Figure 1. Power grid.
Bar = 20 um. Pins as bars on the die edge.
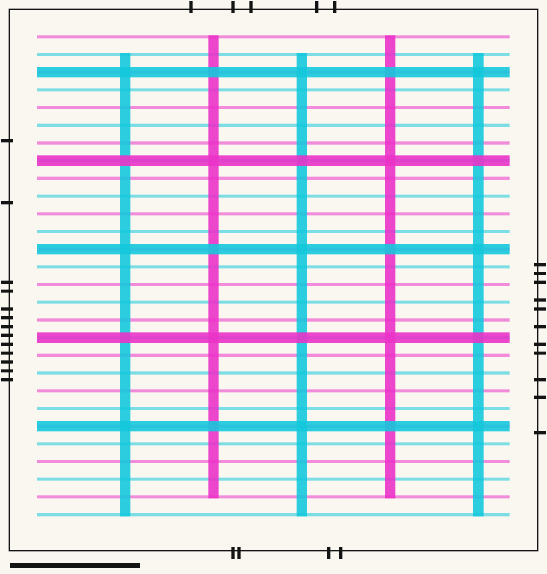
Figure 2. Clock routing.
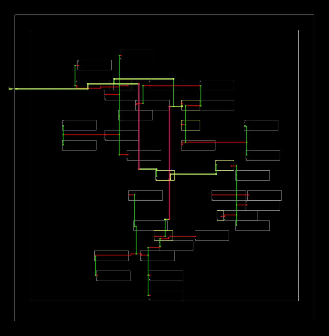
Figure 3. Met3 routing.
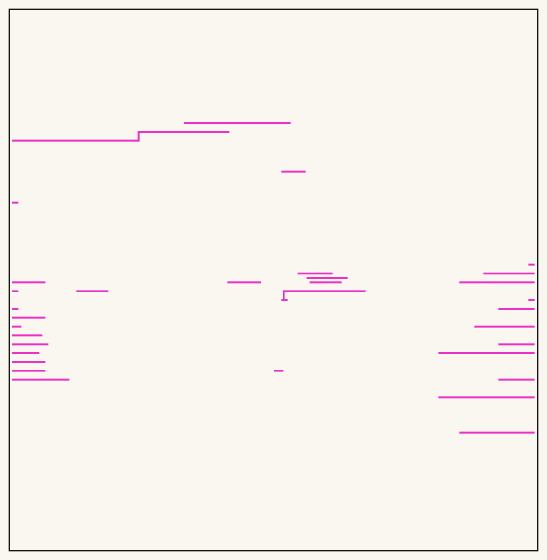
<file path="src/rtl/insn_sequencer_pkg.sv">
// Shared encodings for the instruction sequencer: opcodes, funct codes, ALU codes,
// sequencer state encoding and the latched control word.
package insn_sequencer_pkg;

  localparam int ALU_W = 4;

  localparam logic [5:0] OP_CODE_ALU  = 6'h00;
  localparam logic [5:0] OP_CODE_BEQ  = 6'h04;
  localparam logic [5:0] OP_CODE_BNE  = 6'h05;
  localparam logic [5:0] OP_CODE_ADDI = 6'h08;
  localparam logic [5:0] OP_CODE_ANDI = 6'h0C;
  localparam logic [5:0] OP_CODE_ORI  = 6'h0D;
  localparam logic [5:0] OP_CODE_LD   = 6'h23;
  localparam logic [5:0] OP_CODE_ST   = 6'h2B;

  localparam logic [5:0] FUNCT_CODE_SLL = 6'h00;
  localparam logic [5:0] FUNCT_CODE_SRL = 6'h02;
  localparam logic [5:0] FUNCT_CODE_ADD = 6'h20;
  localparam logic [5:0] FUNCT_CODE_SUB = 6'h22;
  localparam logic [5:0] FUNCT_CODE_AND = 6'h24;
  localparam logic [5:0] FUNCT_CODE_OR  = 6'h25;
  localparam logic [5:0] FUNCT_CODE_XOR = 6'h26;
  localparam logic [5:0] FUNCT_CODE_SLT = 6'h2A;

  localparam logic [ALU_W-1:0] ALU_CODE_ADD = 4'd0;
  localparam logic [ALU_W-1:0] ALU_CODE_SUB = 4'd1;
  localparam logic [ALU_W-1:0] ALU_CODE_AND = 4'd2;
  localparam logic [ALU_W-1:0] ALU_CODE_OR  = 4'd3;
  localparam logic [ALU_W-1:0] ALU_CODE_XOR = 4'd4;
  localparam logic [ALU_W-1:0] ALU_CODE_SLT = 4'd5;
  localparam logic [ALU_W-1:0] ALU_CODE_SLL = 4'd6;
  localparam logic [ALU_W-1:0] ALU_CODE_SRL = 4'd7;

  typedef enum logic [2:0] {
    S_FETCH  = 3'd0,
    S_DECODE = 3'd1,
    S_EXEC   = 3'd2,
    S_MEM    = 3'd3,
    S_WB     = 3'd4,
    S_HALT   = 3'd7
  } SeqState;

  typedef enum logic [2:0] {
    CLS_R   = 3'd0,
    CLS_IMM = 3'd1,
    CLS_LD  = 3'd2,
    CLS_ST  = 3'd3,
    CLS_BEQ = 3'd4,
    CLS_BNE = 3'd5
  } InsnClass;

  typedef struct packed {
    InsnClass         cls;
    logic [ALU_W-1:0] alu_code;
    logic             alu_src_b;
    logic             reg_wr_sel;
    logic             reg_wr_src;
    logic             illegal;
  } CtlWord;

endpackage

</file>
<file path="src/rtl/insn_sequencer_decoder.sv">
// Combinational op/funct decode into instruction class and datapath selects.
module insn_decoder
  import insn_sequencer_pkg::*;
(
  input  logic [5:0]       i_op,
  input  logic [5:0]       i_funct,
  output logic [2:0]       o_cls,
  output logic [ALU_W-1:0] o_alu_code,
  output logic             o_alu_src_b,
  output logic             o_reg_wr_sel,
  output logic             o_reg_wr_src,
  output logic             o_illegal
);

  always_comb begin
    o_cls        = CLS_R;
    o_alu_code   = ALU_CODE_ADD;
    o_alu_src_b  = 1'b0;
    o_reg_wr_sel = 1'b0;
    o_reg_wr_src = 1'b0;
    o_illegal    = 1'b0;
    case (i_op)
      OP_CODE_ALU: begin
        case (i_funct)
          FUNCT_CODE_ADD: o_alu_code = ALU_CODE_ADD;
          FUNCT_CODE_SUB: o_alu_code = ALU_CODE_SUB;
          FUNCT_CODE_AND: o_alu_code = ALU_CODE_AND;
          FUNCT_CODE_OR:  o_alu_code = ALU_CODE_OR;
          FUNCT_CODE_XOR: o_alu_code = ALU_CODE_XOR;
          FUNCT_CODE_SLT: o_alu_code = ALU_CODE_SLT;
          // shift amount comes from the expanded constant, not rt
          FUNCT_CODE_SLL: begin o_alu_code = ALU_CODE_SLL; o_alu_src_b = 1'b1; end
          FUNCT_CODE_SRL: begin o_alu_code = ALU_CODE_SRL; o_alu_src_b = 1'b1; end
          default:        o_illegal = 1'b1;
        endcase
      end
      OP_CODE_ADDI: begin o_cls = CLS_IMM; o_alu_code = ALU_CODE_ADD; o_alu_src_b = 1'b1; o_reg_wr_sel = 1'b1; end
      OP_CODE_ANDI: begin o_cls = CLS_IMM; o_alu_code = ALU_CODE_AND; o_alu_src_b = 1'b1; o_reg_wr_sel = 1'b1; end
      OP_CODE_ORI:  begin o_cls = CLS_IMM; o_alu_code = ALU_CODE_OR;  o_alu_src_b = 1'b1; o_reg_wr_sel = 1'b1; end
      OP_CODE_LD: begin
        o_cls = CLS_LD; o_alu_src_b = 1'b1; o_reg_wr_sel = 1'b1; o_reg_wr_src = 1'b1;
      end
      OP_CODE_ST:  begin o_cls = CLS_ST; o_alu_src_b = 1'b1; end
      OP_CODE_BEQ: begin o_cls = CLS_BEQ; o_alu_code = ALU_CODE_SUB; end
      OP_CODE_BNE: begin o_cls = CLS_BNE; o_alu_code = ALU_CODE_SUB; end
      default:     o_illegal = 1'b1;
    endcase
  end

endmodule

</file>
<file path="src/rtl/insn_sequencer.sv">
// Multi-cycle FETCH/DECODE/EXEC/MEM/WB sequencer; every output is a register loaded
// from the state being entered, so no input reaches an output combinationally.
module insn_sequencer
  import insn_sequencer_pkg::*;
#(
  parameter int MEM_WAIT_MAX = 15
) (
  input  logic       clk,
  input  logic       rst,
  input  logic [5:0] op,
  input  logic [5:0] funct,
  input  logic       regEqual,
  input  logic       memReady,
  output logic       irWrEnable,
  output logic       pcIncEnable,
  output logic       pcBranchEnable,
  output logic       regWrEnable,
  output logic       regWrSel,
  output logic       regWrSrc,
  output logic       aluSrcB,
  output logic [3:0] aluCode,
  output logic       dataRdEnable,
  output logic       dataWrEnable,
  output logic [2:0] state,
  output logic       errorFlag
);

  localparam int               WAIT_W    = $clog2(MEM_WAIT_MAX + 1);
  localparam logic [WAIT_W-1:0] WAIT_LAST = WAIT_W'(MEM_WAIT_MAX - 1);

  SeqState           r_state;
  logic              r_live;
  CtlWord            r_ctl;
  logic [WAIT_W-1:0] r_wait;

  SeqState          w_next;
  CtlWord           w_dec;
  CtlWord           w_ctl;
  logic             w_take;
  logic             w_alu_live;
  logic [2:0]       w_dec_cls;
  logic [ALU_W-1:0] w_dec_alu;
  logic             w_dec_srcb, w_dec_sel, w_dec_src, w_dec_ill;

  insn_decoder u_dec (
    .i_op        (op),
    .i_funct     (funct),
    .o_cls       (w_dec_cls),
    .o_alu_code  (w_dec_alu),
    .o_alu_src_b (w_dec_srcb),
    .o_reg_wr_sel(w_dec_sel),
    .o_reg_wr_src(w_dec_src),
    .o_illegal   (w_dec_ill)
  );

  assign w_dec = '{cls: InsnClass'(w_dec_cls), alu_code: w_dec_alu, alu_src_b: w_dec_srcb,
                   reg_wr_sel: w_dec_sel, reg_wr_src: w_dec_src, illegal: w_dec_ill};

  // The control word is only sampled from the inputs on the DECODE edge.
  assign w_ctl      = (r_state == S_DECODE) ? w_dec : r_ctl;
  assign w_take     = ((w_ctl.cls == CLS_BEQ) && regEqual) || ((w_ctl.cls == CLS_BNE) && !regEqual);
  assign w_alu_live = (w_next == S_EXEC) || (w_next == S_MEM) || (w_next == S_WB);
  assign state      = r_state;

  always_comb begin
    w_next = r_state;
    if (!r_live) begin
      w_next = S_FETCH;
    end else begin
      case (r_state)
        S_FETCH:  w_next = S_DECODE;
        S_DECODE: w_next = w_dec.illegal ? S_HALT : S_EXEC;
        S_EXEC: begin
          case (r_ctl.cls)
            CLS_LD, CLS_ST:   w_next = S_MEM;
            CLS_BEQ, CLS_BNE: w_next = S_FETCH;
            default:          w_next = S_WB;
          endcase
        end
        S_MEM: begin
          if (memReady)                w_next = (r_ctl.cls == CLS_LD) ? S_WB : S_FETCH;
          else if (r_wait == WAIT_LAST) w_next = S_HALT;
        end
        S_WB:    w_next = S_FETCH;
        default: w_next = S_HALT;
      endcase
    end
  end

  always_ff @(posedge clk or negedge rst) begin
    if (!rst) begin
      r_state        <= S_FETCH;
      r_live         <= 1'b0;
      r_ctl          <= '0;
      r_wait         <= '0;
      irWrEnable     <= 1'b0;
      pcIncEnable    <= 1'b0;
      pcBranchEnable <= 1'b0;
      regWrEnable    <= 1'b0;
      regWrSel       <= 1'b0;
      regWrSrc       <= 1'b0;
      aluSrcB        <= 1'b0;
      aluCode        <= '0;
      dataRdEnable   <= 1'b0;
      dataWrEnable   <= 1'b0;
      errorFlag      <= 1'b0;
    end else begin
      r_live         <= 1'b1;
      r_state        <= w_next;
      r_ctl          <= w_ctl;
      r_wait         <= ((r_state == S_MEM) && (w_next == S_MEM)) ? r_wait + WAIT_W'(1) : '0;
      irWrEnable     <= (w_next == S_FETCH);
      pcIncEnable    <= (w_next == S_FETCH);
      pcBranchEnable <= (w_next == S_EXEC) && w_take;
      regWrEnable    <= (w_next == S_WB);
      regWrSel       <= (w_next == S_WB) && w_ctl.reg_wr_sel;
      regWrSrc       <= (w_next == S_WB) && w_ctl.reg_wr_src;
      aluSrcB        <= w_alu_live && w_ctl.alu_src_b;
      aluCode        <= w_alu_live ? w_ctl.alu_code : '0;
      dataRdEnable   <= (w_next == S_MEM) && (w_ctl.cls == CLS_LD);
      dataWrEnable   <= (w_next == S_MEM) && (w_ctl.cls == CLS_ST);
      errorFlag      <= errorFlag | (w_next == S_HALT);
    end
  end

endmodule

</file>
<file path="config.mk">
export PLATFORM = sky130hd
export DESIGN_NAME = insn_sequencer
export DESIGN_NICKNAME = d
export VERILOG_FILES = /design/src/rtl/insn_sequencer_pkg.sv /design/src/rtl/insn_sequencer_decoder.sv /design/src/rtl/insn_sequencer.sv
export SDC_FILE = /design/constraint.sdc
export NUM_CORES = 1
export LEC_CHECK = 0
export CAP_MARGIN = 25
export CORE_AREA = 4 4 77 79
export CTS_CLUSTER_SIZE = 8
export DETAILED_ROUTE_END_ITERATION = 16
export DIE_AREA = 0 0 81 83
export PLACE_DENSITY = 0.62
export SLEW_MARGIN = 10
export SYNTH_ARGS = -nofsm -noshare
export SYNTH_HDL_FRONTEND = slang
export SYNTH_SLANG_ARGS = --single-unit
</file>
<file path="constraint.sdc">
create_clock -name clk -period 2.85 [get_ports clk]
set_input_delay 0.285 -clock clk [delete_from_list [all_inputs] [get_ports clk]]
set_output_delay 0.285 -clock clk [all_outputs]
set_load 0.03 [all_outputs]
</file>
==> impl.org <==
#+TITLE: Flow metrics

** Clocking
- Clock tree synthesis selected as its root buffer the cell sky130_fd_sc_hd__clkbuf_8.
- Buffers inserted to repair hold after CTS numbered 0.
- The clock tree synthesis step divided the H-tree into 2 levels.
- Gates resized during post-CTS repair numbered 0.
- Setup bufs post-CTS :: 0
- Clock Tree Buf Depth :: 2
- Per the post-CTS timing run, clock transition at the registers of the reported paths is 0.06 ns.
- TritonCTS built the clock tree.

** Place
- The detailed placer reported the number of placed instances as 259.
- Post-placement worst setup slack :: 0.3085 ns
- Placed Instance Area :: 1966 um^2
- In the placement report, post-DP HPWL is listed as 2651 um.
- After its last routability iteration, the placer logged a weighted congestion of 0.8114.
- The count of buffers added on input and output ports is 32.

** Die
- In the floorplan report the effective utilization is 0.2900.
- Area of the die :: 6723 um^2
- 33 I/O pins were placed.
- Floorplan row count :: 27

** Detailed routing
- Number of DRC markers after the initial detailed-route iteration :: 41
- After detailed routing, the number of vias per cell comes to 4.673.
- Residual DRC :: 0
- Nets still carrying antenna violations after routing amount to 0.
- Initial DRT Pass Iterations :: 4
- Per the detail_route report, routed wire per instance is 13.04 um.

** Setup path
- Cell with the most instances on the worst path :: sky130_fd_sc_hd__or4_4
- In this run the worst setup path terminates at dataRdEnable.
- The OpenROAD report gives the critical path a data arrival time of 2.43 ns.
- For flop-to-flop paths, the worst setup slack is 0.81 ns.
- In the setup report, the worst path falls into the class primary input to flop.
- The number of cells on the worst reg-to-reg path is 8.
- The critical path runs through a total of 7 cells.
- Top cell family by delay on the critical path :: simple AND/OR/NAND/NOR gates
- Crit end category :: flop
- Max FO, Critical Path :: 5
- Startpoint type of the worst setup path :: primary input
- Reg-to-Reg End :: aluCode[0]
- Buffer and inverter count on the worst path :: 1
- Timing startpoint of the critical path :: op[0]
- The largest individual stage delay along the critical path comes from the cell sky130_fd_sc_hd__or4_4.
- Biggest cell delay along the critical path :: 0.57 ns
- CP required :: 3.03 ns
- For reference, the critical path cell chain is clkdlybuf4s50_1 -> or4_4 -> or4_4 -> o21ai_2 -> o31ai_2 -> and2_4 -> nor4_4.
- In this run the critical register-to-register path is launched from r_wait[0].

** Power
- The flow reported a cell area power density of 748.8 nW/um^2.
- Sum of internal, switching and leakage power :: 1.537 mW
- Net Sw Frac :: 0.3812
- Internal power comes to 951.4 uW.
- Net switching power :: 586.1 uW
- The share of total power dissipated in the clock network is 0.220.
- Total leakage power :: 0.8659 nW
- The share of total power dissipated in combinational logic is 0.408.
- Of the total power, registers draw 0.372.

** Global routing
- For this run the aggregate overflow at the end of global routing stands at 0.
- Number of antenna violations at the first check in global routing :: 0
- The via count of the first global-routing pass was 1228.
- Maximum number of pins on one net before global-route repair :: 32
- First-pass GRT wire length :: 6023 um
- The global routing report lists combined usage of all routing layers as 0.1156.

** Synth
- EDFF count, synth :: 0
- Fraction of the yosys area taken by sequential cells :: 0.5012
- Async set-or-reset flop fraction in the synthesized netlist :: 1.000
- Top_reg_cell synth :: sky130_fd_sc_hd__dfrtp_1
- Net count of the mapped netlist :: 176
- Per the post-synthesis stats, the area per cell is 9.858 um^2.
- Yosys printed 0 warnings.
- The cell count after synthesis came out at 157.
- Total cells reported by yosys after synthesis :: 157
- After synthesis, the netlist uses 48 different library cells.
- Register bit total from synthesis :: 31
- Summing every instance area after synthesis gives 1548 um^2.
- Cell type with the highest aggregate area in the netlist :: sky130_fd_sc_hd__dfrtp_1
- Yosys attributes the largest share of cell area to sky130_fd_sc_hd__dfrtp_1 (50%), sky130_fd_sc_hd__o21ai_0 (3.2%), sky130_fd_sc_hd__nand2_1 (3.2%), sky130_fd_sc_hd__nor2_1 (2.7%), sky130_fd_sc_hd__a21oi_1 (2.6%).
- Total cell area reported by yosys after synthesis :: 1548 um^2
- Top-area cell share :: 0.5012

** Timing
- The final timing report counts setup violations totalling 0.
- Clock skew on the completed layout was measured at 0.009046 ns.
- Setup TNS :: 0 ns
- Final hold analysis gives a worst-case slack of 0.4050 ns.
- In the final report, the number of pins over their slew limit comes to 0.
- Fin crit period :: 2.250 ns
- Final worst slack :: 0.5999 ns
- Per the final timing report, the hold violations number 0.
- Setup repair after global routing left no endpoint under its margin.
- The slew check shows that the tightest pin keeps a relative margin of 0.5580.
- Dividing the final minimum period by the clock period gives 0.7895.
- Highest achievable clock rate :: 0.4444 GHz
- Worst Tran Pin Value :: 0.6560 ns

** Cells and area
- Net count reported at finish :: 213
- Between the synthesized netlist and the finished layout, the area growth was recorded as 32.66%.
- Most common cell after layout, fill and taps aside :: sky130_fd_sc_hd__clkdlybuf4s50_1
- Cell Count, Final, Fillers Out :: 266
- With fillers left out, the area of the finished cells amounts to 2053 um^2.
- Leading cell types in the layout, fill and taps excluded :: sky130_fd_sc_hd__clkdlybuf4s50_1 (32), sky130_fd_sc_hd__dfrtp_1 (31), sky130_fd_sc_hd__nand2_1 (13), sky130_fd_sc_hd__nor2_1 (11), sky130_fd_sc_hd__o21ai_0 (10)
- The repair_antennas step left the layout with diodes totalling 0.
- In the final layout, the share of cells above drive strength 1 is 0.1031.
- At the end of the flow the core is filled with cells to 0.3847.

** Job
- Number of warnings in the stage logs :: 27
- In this run the maximum-capacitance check reported violations numbering 0.

** Worst hold path
- Worst Hold Class :: primary input to asynchronous set/reset pin

** Outcome
- Result of the run :: complete, no violations
-- Figure 1 (at the start) --
- cyan: VSS
- magenta: VDD
- rows: 27
- met4 straps: 5
- signal pins: 33
peak supply drop: 341.0 uV
Core Footprint: 5338 um^2
width of the chip: 81 um
die span in y: 83 um

-- Figure 2 (at the start) --
flop count: 31
worst skew pair latency: 0.28 ns
Num Clock Sinks: 31
power attributed to the clock group: 338 uW
CTS buffer count: 5

-- Figure 3 (at the start) --
- wire length on this layer: 224 um
- nets with wire on the layer: 29
- longest straight run: 19.3 um
- main direction: horizontal
fraction of met3 tracks used by global routing: 0.03579
total vias in the final route: 1243
post-detailed-routing wire length: 3468 um

## power by group through the flow
stage	clock network [mW]	registers (mW)	logic [mW]
3_3_place_gp	0	0.575	0.625
2_1_floorplan	0	0.648	0.325
4_1_cts	0.352	0.572	0.634
5_1_grt	0.376	0.584	0.688
6_report	0.338	0.572	0.628
3_5_place_dp	0	0.579	0.631
## layout make-up
| class | instances | area (um^2) |
|---|---|---|
| fill | 576 | 3284 |
| sequential | 31 | 775.7 |
| multi-input combinational | 111 | 711.9 |
| timing repair buffer | 37 | 357.8 |
| tap | 72 | 90.09 |
| clock buffer | 6 | 82.58 |
| inverter | 8 | 30.03 |
| clock inverter | 1 | 5.005 |
## cell usage after synthesis, drive strengths merged (2+ instances only)
master	n
clkbuf	5
a31oi	4
nor4	2
nor2	11
o31ai	2
nand2	13
nor3	6
inv	8
xor2	2
a22o	2
nand2b	5
nor2b	5
or4	2
buf	2
nand3	5
dfrtp	31
ha	3
a21oi	8
xnor2	2
o21ai	12
a21o	2
and2	5
## logic make-up (layout without fill, tap and decap cells)
| family | count (synthesis) | after routing | share of synthesized area |
|---|---|---|---|
| other | 1 | 1 | 0.002423 |
| buffers and inverters | 15 | 52 | 0.03881 |
| AND-OR/OR-AND | 40 | 40 | 0.1730 |
| AND/OR/NAND/NOR | 63 | 63 | 0.2377 |
| XOR/XNOR | 4 | 4 | 0.02264 |
| flip-flops | 31 | 31 | 0.5012 |
| adder cells (fa/ha/maj) | 3 | 3 | 0.02425 |
## registers in the layout (all words and copies together) (netlist names), 3 cells and up
name     cells
aluCode      4
r_ctl       10
r_wait       4
state        3
## routing by layer
layer,GRT usage,wire length [um],vias up
met5,0,0,-
met4,0.04608,53,0
met3,0.03579,224,5
met2,0.1740,1598,39
met1,0.1527,1592,572
li1,-,-,627
Power is estimated from default activity; no workload was simulated.
